## src/rtl/gpio_input_conditioner.sv

```systemverilog
// Purpose    : synchronize, debounce and edge-detect raw GPIO pads; latch sticky edge events and raise irq.
// Latency    : pad change before edge N -> db_out/rise_o/fall_o/evt_pending update after edge N+SYNC_STAGES+DEBOUNCE_CYCLES-1.
// Backpressure: none; free-running per-bit pipeline, outputs are level/pulse, evt_pending held until cleared.
//
// Ports:
//   clk, rst     system clock, synchronous active-high reset
//   pad_in       raw asynchronous pad levels
//   rise_en      per-bit: accepted rising edges set evt_pending
//   fall_en      per-bit: accepted falling edges set evt_pending
//   evt_clr      per-bit write-1-to-clear for evt_pending (a same-cycle new event wins)
//   db_out       debounced, synchronized level
//   rise_o       one-cycle pulse on db_out 0->1
//   fall_o       one-cycle pulse on db_out 1->0
//   evt_pending  sticky event flags
//   irq_o        OR of evt_pending
module gpio_input_conditioner #(
    parameter int WIDTH           = 8,
    parameter int SYNC_STAGES     = 2,
    parameter int DEBOUNCE_CYCLES = 4
) (
    input  logic             clk,
    input  logic             rst,
    input  logic [WIDTH-1:0] pad_in,
    input  logic [WIDTH-1:0] rise_en,
    input  logic [WIDTH-1:0] fall_en,
    input  logic [WIDTH-1:0] evt_clr,
    output logic [WIDTH-1:0] db_out,
    output logic [WIDTH-1:0] rise_o,
    output logic [WIDTH-1:0] fall_o,
    output logic [WIDTH-1:0] evt_pending,
    output logic             irq_o
);

    localparam int            CW      = $clog2(DEBOUNCE_CYCLES + 1);
    localparam logic [CW-1:0] CNT_MAX = CW'(DEBOUNCE_CYCLES - 1);
    localparam logic [CW-1:0] CNT_ONE = CW'(1);

    logic [WIDTH-1:0] sync_q [SYNC_STAGES];
    logic [WIDTH-1:0] sync_d [SYNC_STAGES];
    logic [CW-1:0]    cnt_q  [WIDTH];
    logic [CW-1:0]    cnt_d  [WIDTH];
    logic [WIDTH-1:0] db_q, db_d;
    logic [WIDTH-1:0] rise_q, rise_d;
    logic [WIDTH-1:0] fall_q, fall_d;
    logic [WIDTH-1:0] pend_q, pend_d;
    logic [WIDTH-1:0] sync_s;
    logic [WIDTH-1:0] evt_set;

    // Plain shift chain: nothing but flops between the pad and the last stage.
    always_comb begin
        sync_d[0] = pad_in;
        for (int i = 1; i < SYNC_STAGES; i++) begin
            sync_d[i] = sync_q[i-1];
        end
    end

    assign sync_s = sync_q[SYNC_STAGES-1];

    // Counter only advances while the synchronized level disagrees with the
    // accepted level; any agreement restarts it, so short glitches vanish.
    always_comb begin
        db_d = db_q;
        for (int b = 0; b < WIDTH; b++) begin
            cnt_d[b] = cnt_q[b];
            if (sync_s[b] == db_q[b]) begin
                cnt_d[b] = '0;
            end else if (cnt_q[b] == CNT_MAX) begin
                db_d[b]  = sync_s[b];
                cnt_d[b] = '0;
            end else begin
                cnt_d[b] = cnt_q[b] + CNT_ONE;
            end
        end
    end

    // Edges are taken from the next-state level so the pulses and the
    // pending set line up with the db_out update.
    always_comb begin
        rise_d  = db_d & ~db_q;
        fall_d  = ~db_d & db_q;
        evt_set = (rise_d & rise_en) | (fall_d & fall_en);
        pend_d  = evt_set | (pend_q & ~evt_clr);
    end

    always_ff @(posedge clk) begin
        if (rst) begin
            for (int i = 0; i < SYNC_STAGES; i++) begin
                sync_q[i] <= '0;
            end
            for (int b = 0; b < WIDTH; b++) begin
                cnt_q[b] <= '0;
            end
            db_q   <= '0;
            rise_q <= '0;
            fall_q <= '0;
            pend_q <= '0;
        end else begin
            for (int i = 0; i < SYNC_STAGES; i++) begin
                sync_q[i] <= sync_d[i];
            end
            for (int b = 0; b < WIDTH; b++) begin
                cnt_q[b] <= cnt_d[b];
            end
            db_q   <= db_d;
            rise_q <= rise_d;
            fall_q <= fall_d;
            pend_q <= pend_d;
        end
    end

    assign db_out      = db_q;
    assign rise_o      = rise_q;
    assign fall_o      = fall_q;
    assign evt_pending = pend_q;
    assign irq_o       = |pend_q;

endmodule
```

## config.mk

```make
export PLATFORM = sky130hd
export DESIGN_NAME = gpio_input_conditioner
export DESIGN_NICKNAME = d
export VERILOG_FILES = /design/src/rtl/gpio_input_conditioner.sv
export SDC_FILE = /design/constraint.sdc
export NUM_CORES = 1
export LEC_CHECK = 0
export CORE_MARGIN = 4
export CORE_UTILIZATION = 43
export CTS_CLUSTER_SIZE = 16
export DETAILED_ROUTE_END_ITERATION = 12
export PLACE_DENSITY_LB_ADDON = 0.3
export SYNTH_ARGS = -nofsm -noshare
export SYNTH_HDL_FRONTEND = slang
export SYNTH_SLANG_ARGS = --single-unit
```

## constraint.sdc

```tcl
create_clock -name clk -period 1 [get_ports clk]
set_clock_uncertainty 0.05 [all_clocks]
set_input_delay 0.2 -clock clk [delete_from_list [all_inputs] [get_ports clk]]
set_output_delay 0.2 -clock clk [all_outputs]
set_load 0.02 [all_outputs]
```

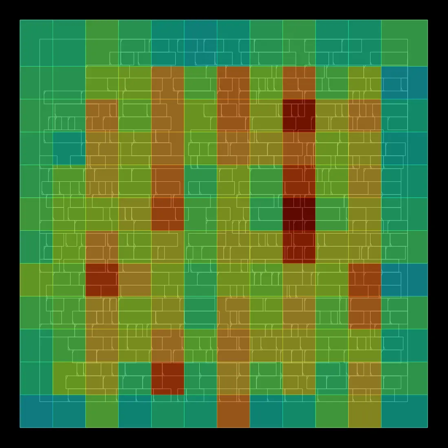
*Congestion heat map*
routed length per instance: 13.3 um
GR met2 Demand/Resource: 28.7%
global-route usage over all layers: 16.5%
met3 global-route usage: 3.94%

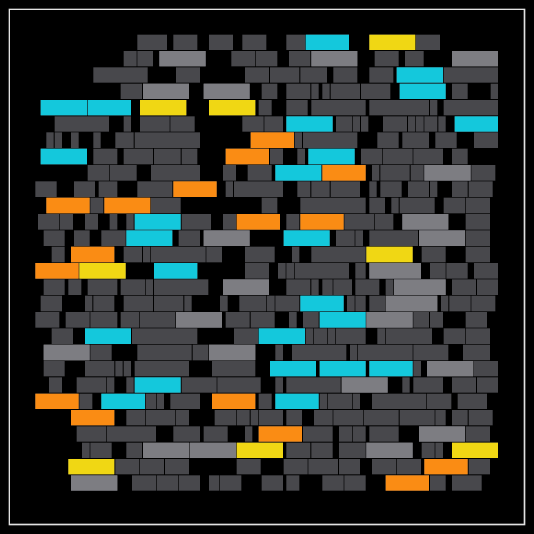
*Sequential cells grouped by signal name*
Drawn at 6 px/um. Other sequential cells in the stronger grey, the rest of the logic in the fainter grey.
[yellow] db_out | sequential cells: 8 | where: widely spread
[orange] sync_q | sequential cells: 16
[cyan] cnt_q | sequential cells: 24
not coloured: 24

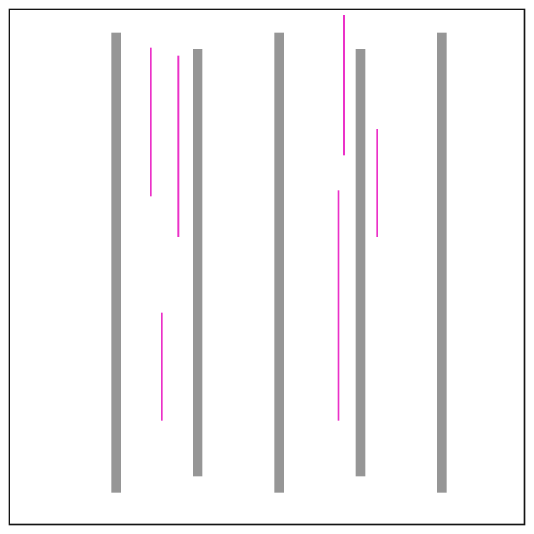
*Metal 4*
Drawn at 6 px/um. Supply wires on this layer in grey.
wire length on this layer: 151 um
main direction: vertical
sum of routed wire length over all layers: 5780 um
Vias: 2053

==> ci_impl_report.md <==
### Flow metrics

| Metric | Value |
|---|---|
| Primary flip-flop cell chosen by synthesis mapping | `sky130_fd_sc_hd__dfxtp_1` |
| Yosys warning total | `0` |
| Synthesized instance count | `about 250` |
| Clock root buffer | `sky130_fd_sc_hd__clkbuf_8` |
| Die y size | `85.6 um` |
| TritonCTS Sinks | `just over 70` |
| Number of warnings the tools reported | `29` |
| Via count of the first global-routing pass | `2038` |
| Number of filler instances in the final layout | `371` |
| Clock-pin slew on the worst setup and hold paths | `70 ps` |
| Top cells by count | `sky130_fd_sc_hd__dfxtp_1 (72), sky130_fd_sc_hd__nor2_1 (41), sky130_fd_sc_hd__nor2b_1 (41)` |
| Sort of element at the end of the critical path | `output pin` |
| Number of enable flip-flop cells | `0` |
| Worst min-delay path class | `in2reg` |
| Unrepaired setup endpoints after global routing | `true` |
| Post-synth top area share | `55.6%` |
| Hold slack | `around 230 ps` |
| GP Congestion | `between 0.6 and 0.7` |
| CTS Buf Count | `9` |
| Area enclosed by the die boundary | `around 7300 um2` |
| Critical path launch point type | `flip-flop` |
| Area growth from synthesis to final layout | `77.4%` |
| Worst Hold Depth | `3` |
| Relative max-transition margin | `85.8%` |
| Ys async rst share | `0%` |
| Cycle use final | `145%` |
| Data arrival time of the worst path | `between 1000 and 1500 ps` |
| Crit path launch | `evt_pending[5]` |
| Final-report hold violation count | `0` |
| Number of synthesized register bits | `just over 70` |
| Cell type with the largest total area | `sky130_fd_sc_hd__dfxtp_1` |
| Largest incremental delay on the critical path | `about 350 ps` |
| Floorplan net count | `around 300` |
| PwrDens | `roughly 1300 nW/um2` |
| Endpoint with the worst hold slack | `rise_o[7]` |
| Final core occ | `roughly four fifths` |
| H-Tree Level Count | `3` |
| Number of max-slew violations in the final report | `0` |
| Post-route DRC | `0` |
| Actual slew at the worst max-slew pin | `208 ps` |
| Total inserted antenna cells | `0` |
| Late-Pin Clk Latency | `roughly 340 ps` |
| R2r endpoint | `rise_o[0]` |
| Result of the run | `finished, violations left` |
| Max Buffers Root-to-Sink | `2` |
| Count of standard-cell rows | `28` |
| Chip area estimate from yosys synthesis | `2590 um2` |
| Number of top-level pins | `between 60 and 70` |
| # port buffers | `between 60 and 70` |
| Reg-to-Reg Start | `cnt_q[0][0]` |
| Violated checks | `setup timing` |
| Routed Antenna Nets | `0` |
| Core Footprint | `between 5000 and 6000 um2` |
| Share of cells above drive strength 1 | `roughly 60%` |
| Share of synthesized area occupied by flip-flops and latches | `between 50 and 60%` |
| Kind of critical path | `reg2out` |
| Fmax | `just under 700 MHz` |
| Cell count in the Yosys report | `roughly 250` |
| Crit path required time | `roughly 750 ps` |
| Post-DR vias/cell | `~4.7` |
| Wire length of the first global-routing pass | `about 9400 um` |
| Final count of negative-setup-slack endpoints | `78` |
| Min cycle time layout | `around 1500 ps` |
| Synth unique cells | `20` |
| Top fanout value on the critical path | `2` |
| Crit path max-delay cell type | `sky130_fd_sc_hd__dfxtp_4` |
| DP HPWL | `approximately 3700 um` |
| Starting density of the core | `44.0%` |
| Number of nets in the layout | `slightly above 400` |
| Main area contributors after synthesis | `sky130_fd_sc_hd__dfxtp_1 (56%), sky130_fd_sc_hd__nor2b_1 (9.9%), sky130_fd_sc_hd__ha_1 (7.7%), sky130_fd_sc_hd__nor2_1 (5.9%), sky130_fd_sc_hd__o32ai_2 (4.4%)` |
| Chip width | `85.6 um` |
| First-pass iteration count of the detailed router | `4` |
| IR drop worst, VDD | `approximately 1.0 mV` |
| Area of the mapped netlist | `2590 um2` |
| Clock tree from TritonCTS | `yes` |
| GRT Residual Overflow | `0` |
| TNS Setup | `-5050 ps` |
| Leakage dissipation | `~0.0017 uW` |
| R2r worst-path depth | `4` |
| Mapped Avg Cell Area | `10.4 um2` |
| Pin count of the biggest net entering global routing | `21` |
| Max-cap viol count | `0` |
| Most frequently used cell type in the post-synthesis netlist | `sky130_fd_sc_hd__dfxtp_1` |
| Hold wc startpoint | `rst` |
| Drt initial violations | `35` |
| Worst Slack Setup Final | `-451 ps` |
| Number of antenna violations at the first check in global routing | `0` |
| Slack of the worst reg-to-reg path | `-160 ps` |
| CP cell instances | `nor4_4, nand2_1, buf_6` |
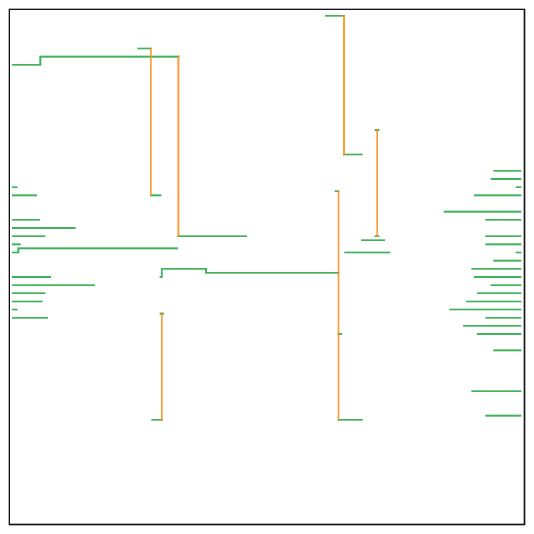
*Signal wires by layer*
Drawn at 6 px/um. Two of the layers only.
[green] met3 | wire length: 331 um
[orange] met4 | wire length: 151 um

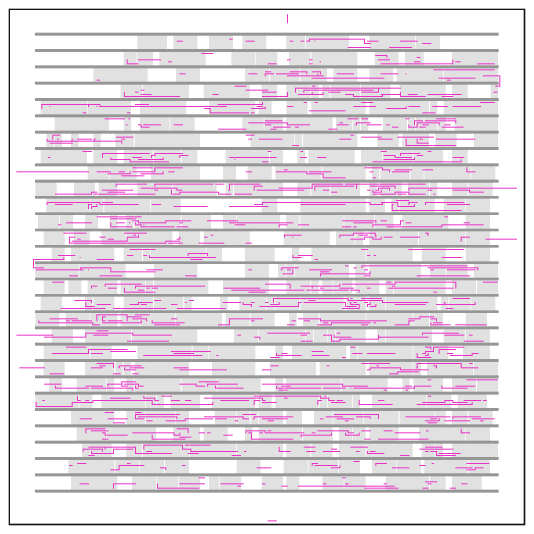
*Metal 1*
Drawn at 6 px/um. Supply wires on this layer in grey. Cells faint in the background.
main direction: horizontal
longest straight run: 21.2 um
wire length on this layer: 2340 um
share of all routed wire: 40%
Global Route met1 Usage: 18.2%

-- how the worst max path moves through the flow --
stage                           end  slack (ps)  depth (start not counted)
after floorplan           rise_o[1]         -40                          4
after global placement        irq_o        -570                          3
after detailed placement      irq_o        -600                          3
after CTS                     irq_o        -470                          3
after global routing          irq_o        -500                          3
final                         irq_o        -450                          3
-- through the flow --
| stage | setup slack, ps | total power [uW] | instance area, um2 | instances |
|---|---|---|---|---|
| after CTS | -475 | 6020 | 4300 | 429 |
| after global placement | -569 | 3270 | 3670 | 404 |
| after floorplan | -44.3 | 3100 | 2790 | 249 |
| final | -451 | 6000 | 4600 | 436 |
| after global routing | -496 | 6240 | 4600 | 436 |
| after detailed placement | -595 | 3270 | 3670 | 404 |
-- cell usage in the layout, fill, tap and decap left out, types with 9 or more instances in the layout --
cell type / instances
sky130_fd_sc_hd__clkdlybuf4s50_1: 32
sky130_fd_sc_hd__ha_4: 16
sky130_fd_sc_hd__buf_4: 19
sky130_fd_sc_hd__nor2b_1: 22
sky130_fd_sc_hd__clkbuf_8: 9
sky130_fd_sc_hd__dfxtp_1: 23
sky130_fd_sc_hd__nor2b_4: 14
sky130_fd_sc_hd__inv_1: 24
sky130_fd_sc_hd__dfxtp_2: 46
sky130_fd_sc_hd__buf_6: 47
sky130_fd_sc_hd__nor2_1: 30
-- worst max-delay path: cells and delay by family (launching register included) --
kind / cells / cell delay [ps]
simple gates: 2 / 370
flops: 1 / 350
buf+inv: 1 / 140
-- area by class of cell --
| class | count | area [um2] | area share (%) |
|---|---|---|---|
| Timing Repair Buffer | 101 | 1040 | 22.6 |
| Clock inverter | 6 | 108 | 2.34 |
| Multi-Input combinational cell | 148 | 1630 | 35.5 |
| Tap cell | 75 | 93.8 | 2.04 |
| Sequential cell | 72 | 1510 | 32.9 |
| Clock buffer | 10 | 128 | 2.78 |
| Inverter | 24 | 90.1 | 1.96 |
-- cells by family after synthesis --
kind of cell               count (synthesis)  share of synthesized area, %
DFF                                       72                          55.6
muxes                                      8                          3.09
adders and majority gates                 16                          7.73
buffers and inverters                     29                          5.12
and+or+nand+nor                          100                          19.9
AOI/OAI and AO/OA                         24                          8.50
-- sequential cells by signal, indices dropped and copies added, names as in the netlist --
| signal | flops |
|---|---|
| cnt_q | 24 |
| db_out | 8 |
| evt_pending | 8 |
| fall_o | 8 |
| rise_o | 8 |
| sync_q | 16 |
-- layer usage --
| layer | global-route usage [%] | wire [um] | vias up |
|---|---|---|---|
| li1 | - | - | 1028 |
| met3 | 3.94 | 330 | 14 |
| met5 | 0 | 0 | - |
| met4 | 9.93 | 150 | 0 |
| met1 | 18.2 | 2340 | 957 |
| met2 | 28.7 | 2960 | 54 |
-- where the power goes --
part           total, uW  internal (uW)  switching [uW]  leakage (uW)
Clock               2710           1650            1060      0.000116
Combinational        357            228             128      0.000991
Sequential          2930           2900            31.7      0.000610
-- what timing repair did --
| action | 4_1_cts | 5_1_grt |
|---|---|---|
| hold buffers | 0 | 0 |
| cloned | 0 | 0 |
| endpoints found under the hold margin | 0 | 0 |
| gates resized | 280 | 55 |
| buffers inserted | 9 | 8 |
| endpoints found under the setup margin | 83 | 85 |
| pin swaps | 41 | 13 |
Power is estimated from default activity; no workload was simulated.
